Design imm_encoder, sky130hd; sources not shown.
==> images/clock_wires.png <==
The bar under the picture is 50 um long.
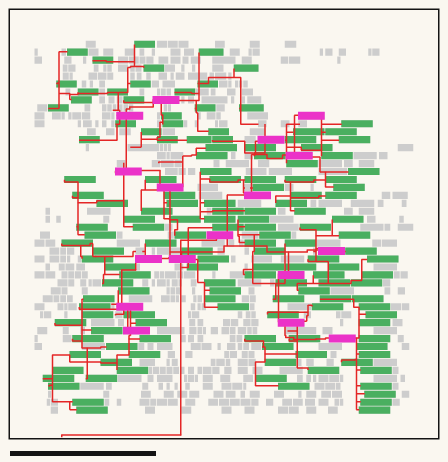
- red: clock wires (length 1,740 um)
- magenta: clock-net drivers (count 17)
- green: flip-flops (count 150)
- routed clock nets: 18
Clk network pwr share: 27.3%
P_clk: 2.42 mW

==> images/class_map.png <==
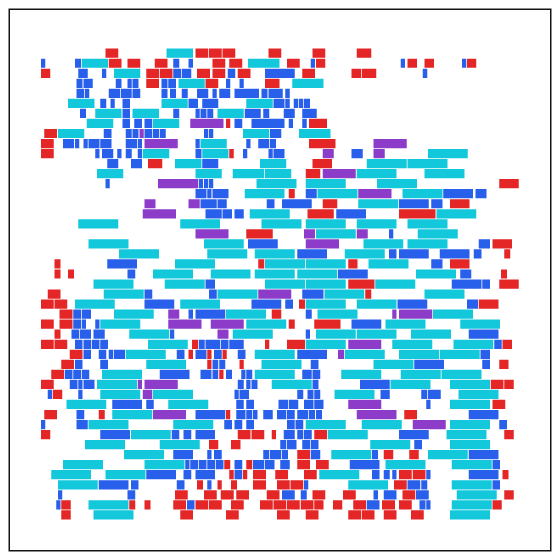
- purple: clock drivers and dummy loads (cells 32; share of their area 6.6%)
- blue: remaining logic cells (cells 303; share of their area 28%)
- red: remaining buffers and delay cells (cells 160; share of their area 17%)
- cyan: registers (cells 150; share of their area 49%)
final std cell area, no fill: 9050 um2
Seq/total area: 47.1%

==> changes_impl.md <==
### Metrics

- Post-Syn Instances: 485
- Clk_lat worst skew: 0.41 ns
- Final WL: 16.5 mm
- Avg WL per Cell: 19.1 um
- Antenna cells: 0
- Met2 GRT Util: 27.1%
- Period Utilization, post-route: 96.6%
- Vias: 4,571
- Post-DP HPWL: 11.4 mm
- Post-synth seq share: 62.4%
- Layout cell share with drive strength beyond 1: 24.7%
- Placed inst area: 8300 um2
- Top area contributor share: 54.8%
- F_max: 403 MHz
- Worst r2r path cells: 2
- Vias per cell: 5.28
- Max IR drop VDD: 549 uV
- Post-CTS Hold Buffers: 0
- CP max-delay cell: mux4_2
- Post-synth area hogs: edfxtp_1 55%, mux4_2 10%, dfxtp_1 7.7%
- First-pass detailed-route iteration total: 5
- CTS resizes: 225
- Top Usage Layer GRT: met2
- Post-route clock skew: 0.00803 ns
- Final ANT Viol Nets: 0
- Yosys stat cell total: 485
- Asr flop ratio synth: 0%
- Unique cell types: 45
- Cell Rows: 47
- DRC errors left: 0
- Vias in the first global route: 4,854
- Chip area estimate from yosys synthesis: 6800 um2
- Post-placement cell count: 827
- Root Driver: clkbuf_16
- Final Slew Violations: 0
- Port Buffers: 114
- Max reg flops: 124
- CTS tree: built
- Total gr overflow: 0
- Clk sinks: 150
- Setup TNS Final: 0 ns
- Syn Area/Cell: 14.0 um2
- Cell taking the most area after synthesis: edfxtp_1
- Reg2reg setup slack: 0.47 ns
- Slew margin rel.: 39.4%
- Core Util at FP: 41.0%
- Cell depth of the worst setup path: 6
- Core area: 16,600 um2
- Hold Fails Final Rpt: 0
- Register clock-pin slew on the reported worst setup and hold paths: 0.07 ns
- Ys flop type: edfxtp_1
- CP max FO: 5
- Final hold slack: 0.488 ns
- Largest net degree at the start of global routing: 32
- Synth warn: 0
- Met1 Track Usage GR: 18.8%
- Total GRT Usage: 15.6%
- H-tree lvl count: 4
- Final Total Pwr: 8.87 mW
- Status: complete, no violations
- Pwr/cell area: 980 nW/um2
- Worst slew pin tran: 0.909 ns
- Crit path time final: 2.48 ns
- Hold Path Class: reg2reg
- Crit path kind: reg2out
- Most frequent cells in the layout: 124 x edfxtp_1, 81 x clkdlybuf4s50_1, 31 x mux4_2, 29 x nand2_1, 26 x a21oi_1
- Post-Layout Cell Count: 865
- Pleak: 3.12 nW
- Clock tree buffer depth: 2
- Chip width: 146 um
- Setup crit start kind: register
- Global routing usage on met3: 3.21%
- Io pins: 126
- Final nets: 703
- Initial antenna violation count: 0
- CP Buf/Inv Count: 4
- # setup viols final: 0
- Post-layout util: 54.6%
- Required @ worst endpoint: 2.06 ns
- Place WS: -0.514 ns
- Final worst slack: 0.0868 ns
- DR iter-0 viols: 290
- RSZ-0062 raised after global routing: yes
- Postcts setup bufs: 5
- Synthesized area: 6800 um2
- Max Cap Viol: 0
- CP Capture Type: output port
- Num CTS Buffers: 17
- Die y size: 146 um
- Tool Warnings: 32
- Layout area overhead: 33.1%
- Hold path depth: 2
- Critical path cell sequence: buf_12, buf_16, buf_6, mux4_2, and2_4, buf_8
- Kind of cell adding the most delay to the critical path: buffers and inverters
- Commonest non-fill, non-tap cell in the layout: edfxtp_1
- Worst Path Arrival: 1.97 ns
- #FFs+latches synth: 150
- Die area: 21,400 um2
- First-pass GRT wire length: 26.4 mm
- Flip-flops with a built-in enable: 124
- Largest stage delay, worst path: 0.47 ns
==> worst register-to-register path, stage by stage, from the launching register on <==
cell and delay, ns:
dfxtp_4 0.37, nor3b_4 0.48, and2_2 0.84
==> cell type report <==
cell class / instances / area, um2
well taps: 220 / 275
inverters: 7 / 28.8
fillers: 1394 / 7530
multi-input cells: 296 / 2430
clock inverters: 15 / 154
flip-flops and latches: 150 / 4260
repair buffers: 120 / 1190
clock buffers: 17 / 425
plain buffers: 40 / 284
==> where the power goes <==
part	internal (mW)	switching [mW]	total, mW	leakage [nW]
clock network	1.43	0.985	2.42	0.281
logic	1.47	2.09	3.56	1.49
registers	2.80	0.0871	2.89	1.34
==> logic make-up (layout without fill, tap and decap cells) <==
family | after synthesis | count (layout) | synth area share, %
fa+ha+maj | 7 | 7 | 1.40
simple gates | 150 | 150 | 12.3
buf+inv | 47 | 199 | 3.35
flops | 150 | 150 | 62.4
mux | 37 | 37 | 11.2
compound gates | 78 | 78 | 7.33
other cells | 1 | 9 | 0.0552
xor+xnor | 15 | 15 | 1.93
==> per-layer routing <==
metal	routed length (um)	share of wire, %	vias up
met2	8730	53	114
li1	-	-	2120
met5	0	0	-
met4	180	1.1	0
met1	6910	42	2324
met3	681	4.1	13
==> synthesized netlist by cell type (5+ instances only) <==
cell type	n
buf_4	10
a211oi_1	6
mux4_2	31
o21ai_0	13
nand3_1	9
clkbuf_1	22
mux2i_1	6
nand2b_1	13
or3_1	5
xnor2_1	8
inv_1	6
dfxtp_1	26
nand2_1	29
ha_1	6
o221ai_1	8
nor2_1	19
xor2_1	7
a31oi_1	8
edfxtp_1	124
and2_1	34
nor2b_1	21
a21oi_1	26
No activity file was given, so power comes from the tool's default toggle rates.
